==> config.mk <==
export PLATFORM = sky130hd
export DESIGN_NAME = pipelined_control_unit
export DESIGN_NICKNAME = d
export VERILOG_FILES = /design/src/rtl/cu_pkg.sv /design/src/rtl/control_decoder.sv /design/src/rtl/pipelined_control_unit.sv
export SDC_FILE = /design/constraint.sdc
export NUM_CORES = 1
export LEC_CHECK = 0
export CORE_ASPECT_RATIO = 0.6
export CORE_UTILIZATION = 47
export DETAILED_ROUTE_END_ITERATION = 16
export PLACE_DENSITY = 0.91
export SETUP_SLACK_MARGIN = 0.02
export SYNTH_ARGS = -nofsm -noshare
export SYNTH_HDL_FRONTEND = slang
export SYNTH_SLANG_ARGS = --single-unit
==> constraint.sdc <==
create_clock -name CLK -period 4.75 [get_ports CLK]
set_input_delay 1.1875 -clock CLK [delete_from_list [all_inputs] [get_ports CLK]]
set_output_delay 1.1875 -clock CLK [all_outputs]
set_load 0.02 [all_outputs]
==> src/rtl/cu_pkg.sv <==
// cu_pkg: shared types for the pipelined control unit.
// Holds the packed control word, its NOP value, instruction class codes,
// ARM condition codes and small helper functions used by decode and hazard logic.
package cu_pkg;

   localparam int ALU_W = 4;

   // Control word decoded in ID and carried into EX
   typedef struct packed {
      logic             shift_imm;
      logic [ALU_W-1:0] alu_op;
      logic             size;
      logic             enable;
      logic             rw;
      logic             load;
      logic             s;
      logic             rf_enable;
      logic             b_instr;
      logic             bl;
      logic [3:0]       rd;
      logic             is_load;
   } ctrl_word_t;

   // Subset of the word still needed once it leaves EX
   typedef struct packed {
      logic       size;
      logic       enable;
      logic       rw;
      logic       load;
      logic       rf_enable;
      logic [3:0] rd;
   } mem_word_t;

   localparam ctrl_word_t CTRL_NOP = '0;
   localparam mem_word_t  MEM_NOP  = '0;

   localparam logic [2:0] CLS_DP_REG = 3'b000;
   localparam logic [2:0] CLS_DP_IMM = 3'b001;
   localparam logic [2:0] CLS_LS_IMM = 3'b010;
   localparam logic [2:0] CLS_LS_REG = 3'b011;
   localparam logic [2:0] CLS_BRANCH = 3'b101;

   typedef enum logic [3:0] {
      COND_EQ = 4'h0, COND_NE, COND_CS, COND_CC, COND_MI, COND_PL, COND_VS, COND_VC,
      COND_HI, COND_LS, COND_GE, COND_LT, COND_GT, COND_LE, COND_AL, COND_NV
   } cond_t;

   // ARM condition check; NV is treated as never
   function automatic logic cond_pass(input cond_t c, input logic [3:0] nzcv);
      logic n, z, cf, v, r;
      {n, z, cf, v} = nzcv;
      case (c)
         COND_EQ: r = z;
         COND_NE: r = !z;
         COND_CS: r = cf;
         COND_CC: r = !cf;
         COND_MI: r = n;
         COND_PL: r = !n;
         COND_VS: r = v;
         COND_VC: r = !v;
         COND_HI: r = cf && !z;
         COND_LS: r = !cf || z;
         COND_GE: r = (n == v);
         COND_LT: r = (n != v);
         COND_GT: r = !z && (n == v);
         COND_LE: r = z || (n != v);
         COND_AL: r = 1'b1;
         default: r = 1'b0;
      endcase
      return r;
   endfunction

   // True when a load with destination rd feeds any valid ID source
   function automatic logic src_hit(input logic is_ld, input logic [3:0] rd,
                                    input logic [2:0] vld, input logic [2:0][3:0] addr);
      logic h;
      h = 1'b0;
      for (int j = 0; j < 3; j++) h = h | (vld[j] && (addr[j] == rd));
      return is_ld && h;
   endfunction

   function automatic mem_word_t to_mem(input ctrl_word_t w);
      mem_word_t m;
      m.size      = w.size;
      m.enable    = w.enable;
      m.rw        = w.rw;
      m.load      = w.load;
      m.rf_enable = w.rf_enable;
      m.rd        = w.rd;
      return m;
   endfunction

endpackage

==> src/rtl/control_decoder.sv <==
// control_decoder: combinational map from an ID instruction to a control word
// plus up to three source registers (slot 0 Rn, slot 1 Rm, slot 2 Rs or store Rd).
module control_decoder
   import cu_pkg::*;
(
   input  logic [31:0]     instr,
   output ctrl_word_t      cw,
   output logic [2:0]      src_vld,
   output logic [2:0][3:0] src_addr
);

   logic [2:0] cls;
   assign cls = instr[27:25];

   // Class decode; anything unlisted or an all-zero word stays NOP
   always_comb begin
      cw          = CTRL_NOP;
      src_vld     = '0;
      src_addr[0] = instr[19:16];
      src_addr[1] = instr[3:0];
      src_addr[2] = instr[11:8];
      if (instr != 32'h0) begin
         case (cls)
            CLS_DP_REG, CLS_DP_IMM: begin
               cw.alu_op    = instr[24:21];
               cw.s         = instr[20];
               cw.rd        = instr[15:12];
               cw.shift_imm = (cls == CLS_DP_IMM) || (instr[11:4] != 8'h0);
               // TST/TEQ/CMP/CMN only set flags
               cw.rf_enable = (instr[24:23] != 2'b10);
               src_vld[0]   = 1'b1;
               if (cls == CLS_DP_REG) begin
                  src_vld[1] = 1'b1;
                  src_vld[2] = instr[4];
               end
            end
            CLS_LS_IMM, CLS_LS_REG: begin
               cw.shift_imm = (cls == CLS_LS_IMM) || (instr[11:4] != 8'h0);
               cw.alu_op    = instr[23] ? 4'b0100 : 4'b0010;
               cw.enable    = 1'b1;
               cw.size      = instr[22];
               cw.load      = instr[20];
               cw.is_load   = instr[20];
               cw.rw        = !instr[20];
               cw.rf_enable = instr[20];
               cw.rd        = instr[15:12];
               src_vld[0]   = 1'b1;
               src_vld[1]   = (cls == CLS_LS_REG);
               // a store reads its data register
               src_vld[2]   = !instr[20];
               src_addr[2]  = instr[15:12];
            end
            CLS_BRANCH: begin
               cw.b_instr   = 1'b1;
               cw.bl        = instr[24];
               cw.alu_op    = 4'b0100;
               cw.rf_enable = instr[24];
               cw.rd        = 4'd14;
            end
            default: ;
         endcase
      end
   end

endmodule

==> src/rtl/pipelined_control_unit.sv <==
// pipelined_control_unit: decodes the ID instruction and carries its control
// word through EX, MEM_LAT MEM stages and WB, inserting load-use bubbles and
// honouring branch flush. Optional macro COND_EVAL_EN: evaluate the condition
// field against NZCV in this block and stall on a pending S-flag update.
module pipelined_control_unit
   import cu_pkg::*;
#(
   parameter int ALU_OP_W = 4,
   parameter int MEM_LAT  = 1
)(
   input  logic                CLK,
   input  logic                CLR_N,
   input  logic [31:0]         I,
`ifdef COND_EVAL_EN
   input  logic [3:0]          NZCV,
`else
   input  logic                Cond_true,
`endif
   input  logic                flush,
   output logic                ID_stall,
   output logic                EX_shift_imm,
   output logic                EX_S,
   output logic                EX_B_instr,
   output logic                EX_BL,
   output logic [ALU_OP_W-1:0] EX_ALU_Op,
   output logic                MEM_size,
   output logic                MEM_enable,
   output logic                MEM_rw,
   output logic                MEM_Load_Inst,
   output logic                WB_RF_enable,
   output logic [3:0]          WB_Rd
);

   ctrl_word_t      dec_cw, id_cw, ex_q;
   mem_word_t       mem_q [MEM_LAT];
   logic            wb_rf;
   logic [3:0]      wb_rd;
   logic [2:0]      src_vld, id_vld;
   logic [2:0][3:0] src_addr;
   logic            cond_ok, flag_dep, load_use, stall;
   logic [MEM_LAT-1:0] hit;

   control_decoder u_dec (
      .instr    (I),
      .cw       (dec_cw),
      .src_vld  (src_vld),
      .src_addr (src_addr)
   );

`ifdef COND_EVAL_EN
   assign cond_ok  = cond_pass(cond_t'(I[31:28]), NZCV);
   // flags written by the word in EX are not visible yet
   assign flag_dep = ex_q.s && (I[31:28] != 4'b1110) && (I != 32'h0);
`else
   assign cond_ok  = Cond_true;
   assign flag_dep = 1'b0;
`endif

   // A squashed instruction reads nothing
   assign id_cw  = cond_ok ? dec_cw : CTRL_NOP;
   assign id_vld = cond_ok ? src_vld : 3'b000;

   // Loads in EX and all but the last MEM stage cannot forward yet
   assign hit[0] = src_hit(ex_q.is_load, ex_q.rd, id_vld, src_addr);
   for (genvar k = 1; k < MEM_LAT; k++) begin : g_hit
      assign hit[k] = src_hit(mem_q[k-1].load, mem_q[k-1].rd, id_vld, src_addr);
   end

   assign load_use = |hit;
   assign stall    = load_use || flag_dep;
   assign ID_stall = stall && !flush;

   // EX register: take the ID word unless a bubble or a flush is needed
   always_ff @(posedge CLK or negedge CLR_N) begin
      if (!CLR_N)              ex_q <= CTRL_NOP;
      else if (stall || flush) ex_q <= CTRL_NOP;
      else                     ex_q <= id_cw;
   end

   // MEM and WB stages advance every cycle
   always_ff @(posedge CLK or negedge CLR_N) begin
      if (!CLR_N) begin
         for (int k = 0; k < MEM_LAT; k++) mem_q[k] <= MEM_NOP;
         wb_rf <= 1'b0;
         wb_rd <= 4'd0;
      end else begin
         mem_q[0] <= to_mem(ex_q);
         for (int k = 1; k < MEM_LAT; k++) mem_q[k] <= mem_q[k-1];
         wb_rf <= mem_q[MEM_LAT-1].rf_enable;
         wb_rd <= mem_q[MEM_LAT-1].rd;
      end
   end

   assign EX_shift_imm  = ex_q.shift_imm;
   assign EX_S          = ex_q.s;
   assign EX_B_instr    = ex_q.b_instr;
   assign EX_BL         = ex_q.bl;
   assign EX_ALU_Op     = ALU_OP_W'(ex_q.alu_op);
   assign MEM_size      = mem_q[0].size;
   assign MEM_enable    = mem_q[0].enable;
   assign MEM_rw        = mem_q[0].rw;
   assign MEM_Load_Inst = mem_q[0].load;
   assign WB_RF_enable  = wb_rf;
   assign WB_Rd         = wb_rd;

endmodule

==> flow_summary.json, run 1 <==
{
  "status": "complete, no violations",
  "core_area_um2": 2950,
  "crit-reg2reg-launch": "ex_q[3]",
  "crit_path_end": "ID_stall",
  "die_x_um": 74.8,
  "hold_depth": 0,
  "p_per_area_nw_per_um2": 293,
  "sh_comb_area_pct": 28.6,
  "min_from": "mem_q[0]",
  "rr_worst_depth": 6,
  "power_frac_seq_pct": 43.5,
  "whs_endpoint": "WB_Rd[0]",
  "ys_types": 31,
  "die_h_um": 45.7,
  "yosysWarnings": 0,
  "timing.final.crit_share_pct": 90.2,
  "ant_nets": 0,
  "crit_start": "I[27]",
  "path_depth": 7,
  "crit_family": "AND-OR/OR-AND gates",
  "power.net_switching_uw": 143,
  "path_clk_slew_ps": 60,
  "topCombFamilyByArea": "simple AND/OR/NAND/NOR gates",
  "layout-drive-gt1-share_pct": 15.1,
  "setup_tns_ps": 0,
  "chipArea_um2": 3420,
  "ys_sh_simple_pct": 16.2,
  "skew_ps": 5.63,
  "taps": 42,
  "reg2reg_slack_ps": 2970,
  "tool_warnings": 26,
  "ys_ff": 31,
  "overflow": 0,
  "avgSynthCellArea_um2": 11.7,
  "fin_crit_ps": 4290,
  "htree_num_levels": 2,
  "crit_buf_inv": 2,
  "fp_util_pct": 50.7,
  "n_all_buffers": 59,
  "nonClkBufAreaFrac_pct": 26.8
}
run 1: repair_timing:
action	4_1_cts	5_1_grt
hold buffers	0	0
gates resized	0	1
endpoints found under the setup margin	0	1
setup buffers	0	0
run 1: per-layer routing:
layer	vias up	track usage [%]	part of all wire, %
met4	0	10.6	2.1
met1	584	32.0	40
met3	12	7.74	11
met5	-	0	0
li1	571	-	-
met2	92	38.9	47
run 1: stage by stage:
step                      total power, mW  cell area [µm²]  worst slack (ps)  cells
final                               0.633             2160               464    228
after global routing                0.660             2160               360    228
after CTS                           0.639             2160               136    228
after detailed placement            0.375             2040               143    220
after global placement              0.371             2040               172    220
after floorplan                     0.320             1500              1060    128
run 1: sequential cells by signal (all words and copies together), names as in the netlist:
signal and flops:
ex_q 9, mem_q 5, EX_ALU_Op 4, WB_Rd 4
EX_BL 1, EX_B_instr 1, EX_S 1, EX_shift_imm 1
MEM_Load_Inst 1, MEM_enable 1, MEM_rw 1, MEM_size 1
WB_RF_enable 1
run 1: cell usage after synthesis:
cell       number  area, µm²
dfrtp_1        31        776
a21oi_1        11       55.1
xnor2_1         9       78.8
nor4_1          8       50.1
nand2_1         6       22.5
buf_4           5       37.5
inv_1           5       18.8
nand3_1         5       25.0
a211oi_2        4       50.1
buf_6           4       45.0
mux2i_1         4       40.0
nor2_1          4       15.0
a2111oi_2       3       45.0
a211oi_1        3       22.5
and4_1          3       26.3
xor2_1          3       26.3
nand2b_1        2       12.5
nand4_1         2       12.5
nor2b_1         2       12.5
nor3_2          2       20.0
o211ai_2        2       25.0
a21o_1          1       7.51
a21oi_2         1       8.76
a32o_2          1       11.3
and2_4          1       8.76
and2b_1         1       7.51
and3b_1         1       8.76
nand3b_1        1       7.51
nor3_1          1       5.00
o21ai_0         1       5.00
or3b_1          1       8.76
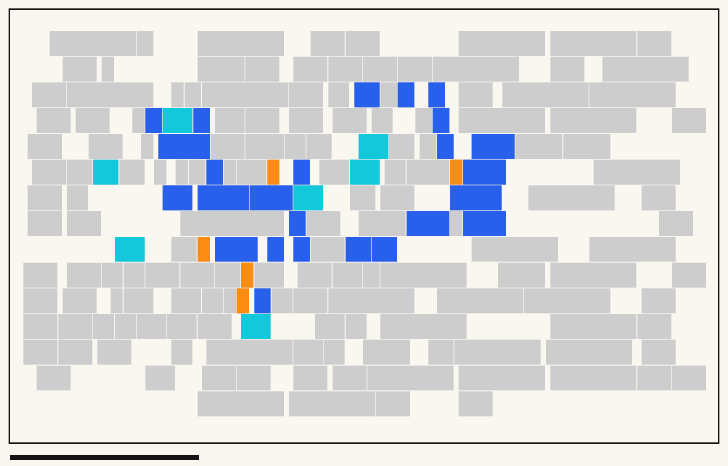
Figure 1: run 1, selected gate families.
Scale bar: 20 µm.
[cyan] and/or cells | cells: 7 | most used: and4_1
[blue] aoi and oai cells | cells: 25 | most used: a21oi_1
[orange] inv cells | cells: 5 | most used: inv_1

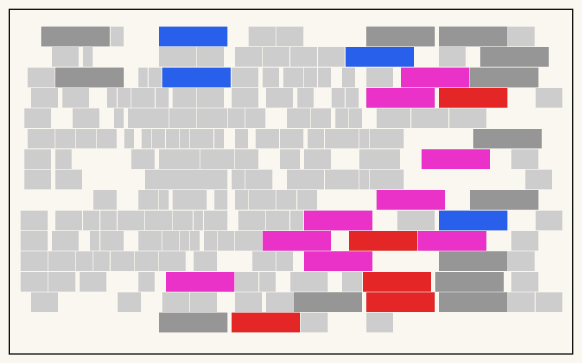
Figure 2: run 1, where the registers sit.
Other sequential cells in the stronger grey, the rest of the logic in the fainter grey.
[red] mem_q | placed flops: 5
[magenta] ex_q | placed flops: 9
[blue] EX_ALU_Op | placed flops: 4 | where: north
final design utilization: 73.3%
flop share of the area: 35.9%
Power Sequential: 275 µW
register area: 776 µm²

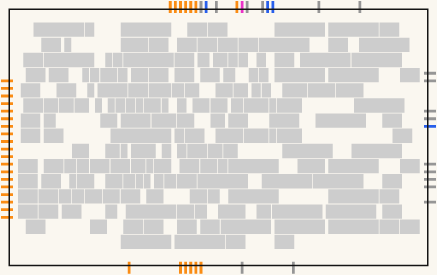
Figure 3: run 1, pin map.
Pins as bars across the die edge, other pins in grey.
[magenta] Cond_true | pins: 1 | direction: input | edge: north
[blue] EX_ALU_Op | pins: 4 | direction: output | edge: 3 north, 1 east
[orange] I | pins: 32 | direction: input | edge: 19 west, 7 north, 6 south

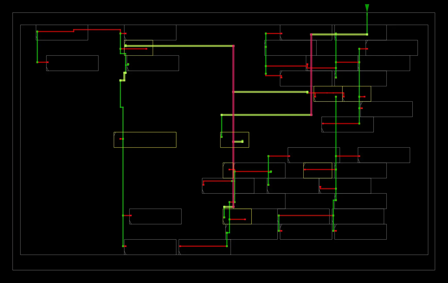
Figure 4: run 1, clock wiring as the flow saved it.
clk pwr: 262 µW
flip-flops: 31
CTS sink cnt: 31
clock buffers: 6

==> inputs of run 2 (changes only) <==
MAX_ROUTING_LAYER = met4   (was default)
SKIP_LAST_GASP = 1   (was default)
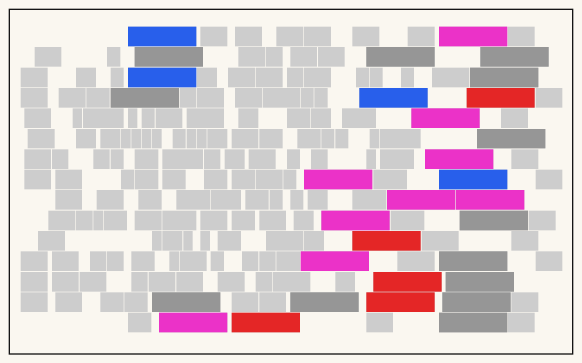
Figure 5: run 2, where the registers sit.
Other sequential cells in the stronger grey, the rest of the logic in the fainter grey.
[red] mem_q | placed flops: 5
[blue] EX_ALU_Op | placed flops: 4
[magenta] ex_q | placed flops: 9
final design utilization: 72.9%
flop share of the area: 36.1%

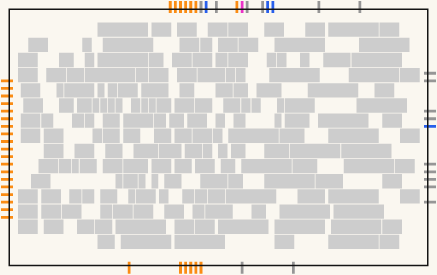
Figure 6: run 2, pin map.
Pins as bars across the die edge, other pins in grey.
[blue] EX_ALU_Op | pins: 4 | direction: output | edge: 3 north, 1 east
[magenta] Cond_true | pins: 1 | direction: input | edge: north
[orange] I | pins: 32 | direction: input | edge: 19 west, 7 north, 6 south

==> flow_summary.json, run 2 <==
{
  "pre_cts_slack_ps": 117,
  "avgSynthCellArea_um2": 11.7,
  "finalInstanceArea_um2": 2150,
  "p_per_area_nw_per_um2": 278,
  "skew_ps": 4.66,
  "cts_sinks": 31,
  "largest_reg_flops": 9,
  "chipArea_um2": 3420,
  "die_h_um": 45.7,
  "yosys_most_used_dff": "dfrtp_1",
  "setup_tns_ps": 0,
  "cts_resized": 0,
  "regArea_um2": 776,
  "yosysWarnings": 0,
  "synth.most_common_cell": "dfrtp_1",
  "layout-drive-gt1-share_pct": 15.1,
  "reg2reg_slack_ps": 2970,
  "top_regs": "ex_q: 9 flops, mem_q: 5 flops",
  "die_x_um": 74.8,
  "layout_setup_ws_ps": 483,
  "ys_types": 31,
  "timing.final.crit_share_pct": 89.8,
  "crit_buf_inv": 2,
  "yosysTopAreaCell": "dfrtp_1",
  "fin_crit_ps": 4270,
  "instances_no_fill": 228,
  "tool_warnings": 26,
  "top_cells_by_area": "dfrtp_1 52%, xnor2_1 5.3%, a21oi_1 3.7%",
  "hold_buffers": 0,
  "ant_nets": 0,
  "status": "complete, no violations"
}
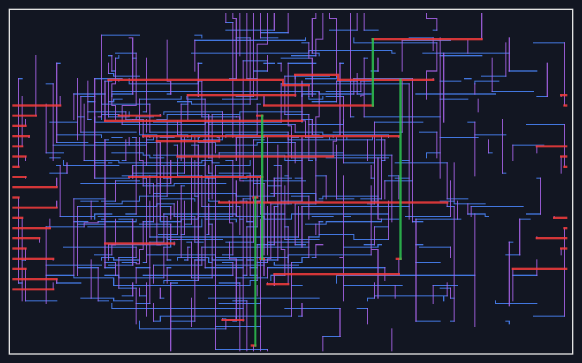
Figure 7: run 2, signal wires by layer.
[purple] metal 2 | wire length: 1600 µm
[green] metal 4 | wire length: 71.4 µm
[red] metal 3 | wire length: 344 µm
[blue] metal 1 | wire length: 1640 µm
routed via count: 1258
total track usage: 25.9%
final WL: 3650 µm
Avg WL per Cell: 16.0 µm

[run 2: layer usage]
metal	routed length [µm]	global-route usage [%]	part of all wire [%]
met5	0	-	0
met4	71	9.81	1.9
met3	343	9.51	9.4
met2	1600	36.6	44
met1	1640	33.8	45
[run 2: path summary, 6_finish.rpt]
| check | end | startpoint | depth (start not counted) |
|---|---|---|---|
| min in group asynchronous | ex_q[0] | CLR_N | 1 |
| setup reg to reg | ex_q[7] | ex_q[3] | 6 |
| hold reg to reg | mem_q[4] | ex_q[7] | 0 |
| setup / recovery | ID_stall | I[27] | 7 |
| hold / removal | mem_q[4] | ex_q[7] | 0 |
| max in group asynchronous | mem_q[1] | CLR_N | 2 |
[run 2: logic make-up after synthesis]
kind of cell / Yosys count / share of synthesized area [%]
xor+xnor: 12 / 7.03
compound gates: 27 / 15.4
mux: 4 / 2.68
buf+inv: 14 / 6.78
flops: 31 / 51.9
simple gates: 40 / 16.2
[run 2: report_power, final]
part	internal [mW]	total, mW	switching (mW)
Combinational	0.0497	0.0950	0.0453
Clock	0.132	0.226	0.0945
Sequential	0.271	0.275	0.00400
Total	0.452	0.596	0.144
[run 2: metrics by stage]
step | hold WS, ps | power [mW]
final | 347 | 0.596
after global routing | 355 | 0.622
after CTS | 350 | 0.599
after detailed placement | 336 | 0.375
after global placement | 332 | 0.372
after floorplan | 331 | 0.320
[run 2: cell type report]
cell class                 instances  area share, %
sequential                        31           36.1
multi-input combinational         83           28.8
timing repair buffer              59           26.9
clock buffer                       7           4.49
tap                               42           2.45
inverter                           5          0.874
clock inverter                     1          0.350
==> inputs of run 3 (changes only) <==
RECOVER_POWER = 100   (was default)
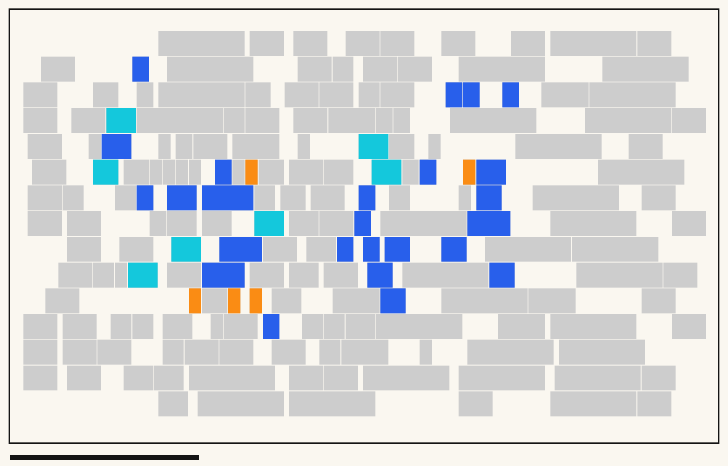
Figure 8: run 3, selected gate families.
Scale bar: 20 µm.
[cyan] and/or cells | cells: 7 | most used: and4_1
[blue] aoi and oai cells | cells: 25 | most used: a21oi_1
[orange] inv cells | cells: 5 | most used: inv_1

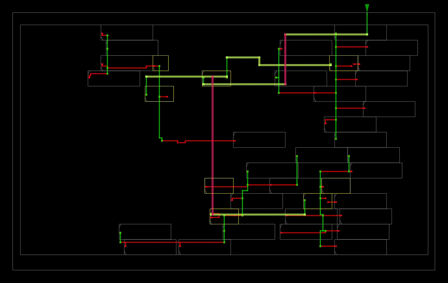
Figure 9: run 3, clock wiring as the flow saved it.
clock buffers: 7
clk pwr: 226 µW
Worst-Skew Late Latency: 280 ps
Setup Skew: 4.98 ps

==> flow_summary.json, run 3 <==
{
  "status": "complete, no violations",
  "synth.most_common_cell": "dfrtp_1",
  "top_regs": "ex_q: 9 flops, mem_q: 5 flops",
  "grt.total_usage_pct": 25.9,
  "wire_per_inst_um": 16.1,
  "p_per_area_nw_per_um2": 282,
  "crit-reg2reg-launch": "ex_q[3]",
  "hold_buffers": 0,
  "layout-drive-gt1-share_pct": 10.8,
  "power_frac_clock_pct": 38.2,
  "tool_warnings": 26,
  "die_x_um": 74.8,
  "hold_depth": 0,
  "reg2reg_slack_ps": 2390,
  "yosysWarnings": 0,
  "die_h_um": 45.7,
  "yosys_most_used_dff": "dfrtp_1",
  "crit_buf_inv": 3,
  "ys_types": 31,
  "timing.final.crit_share_pct": 92.2,
  "top_cells_by_area": "dfrtp_1 52%, xnor2_1 5.3%, a21oi_1 3.7%",
  "layout_setup_ws_ps": 373,
  "grt_use_met1_pct": 33.8,
  "p_comb_share_pct": 15.4,
  "setup_tns_ps": 0,
  "cts_resized": 0,
  "power.net_switching_uw": 143,
  "fin_crit_ps": 4380,
  "reg2reg_to": "EX_ALU_Op[1]",
  "top_usage_layer": "met2",
  "rr_worst_depth": 6
}
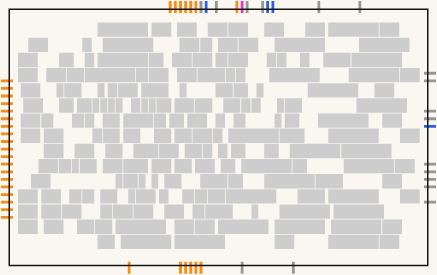
Figure 10: run 3, pin map.
Pins as bars across the die edge, other pins in grey.
[blue] EX_ALU_Op | pins: 4 | direction: output | edge: 3 north, 1 east
[orange] I | pins: 32 | direction: input | edge: 19 west, 7 north, 6 south
[magenta] Cond_true | pins: 1 | direction: input | edge: north
all pins by edge: 19 west, 17 north, 10 east, 8 south

## run 3: cell counts after synthesis
No cell type changed its count.
## run 3: stage by stage
stage	utilization (%)	instances	power, mW	hold slack, ps
3_5_place_dp	69.3	220	0.375	336
2_1_floorplan	-	128	0.320	331
4_1_cts	72.8	228	0.599	350
6_report	71.3	228	0.592	347
3_3_place_gp	69.3	220	0.372	332
5_1_grt	71.3	228	0.618	355
## run 3: area by class of cell
type | count | area [µm²]
Tap cell | 42 | 52.6
Timing Repair Buffer | 59 | 562
Inverter | 5 | 18.8
Clock inverter | 1 | 7.51
Sequential cell | 31 | 776
Multi-Input combinational cell | 83 | 589
Fill cell | 224 | 845
Clock buffer | 7 | 96.3
## run 3: cell families (layout without fill, tap and decap cells)
kind of cell | count (synthesis) | after routing | share of synthesized area, %
AOI/OAI and AO/OA | 27 | 27 | 15.4
buffers and inverters | 14 | 72 | 6.78
xor gates and xnor gates | 12 | 12 | 7.03
muxes | 4 | 4 | 2.68
DFF | 31 | 31 | 51.9
and+or+nand+nor | 40 | 40 | 16.2
## run 3: power groups by stage
| stage | Sequential [mW] | Clock (mW) | Combinational [mW] |
|---|---|---|---|
| 6_report | 0.275 | 0.226 | 0.0914 |
| 5_1_grt | 0.275 | 0.244 | 0.0985 |
| 4_1_cts | 0.275 | 0.229 | 0.0950 |
| 3_5_place_dp | 0.280 | 0 | 0.0946 |
| 3_3_place_gp | 0.279 | 0 | 0.0921 |
| 2_1_floorplan | 0.282 | 0 | 0.0373 |
## run 3: worst max path at each step
stage,from,end,slack [ps]
after floorplan,I[27],ID_stall,1060
after global placement,I[27],ID_stall,160
after detailed placement,I[27],ID_stall,120
after CTS,I[27],ID_stall,100
after global routing,I[26],ID_stall,230
final,I[26],ID_stall,370
Power figures rest on the tool's default switching activity, not on a simulated workload.
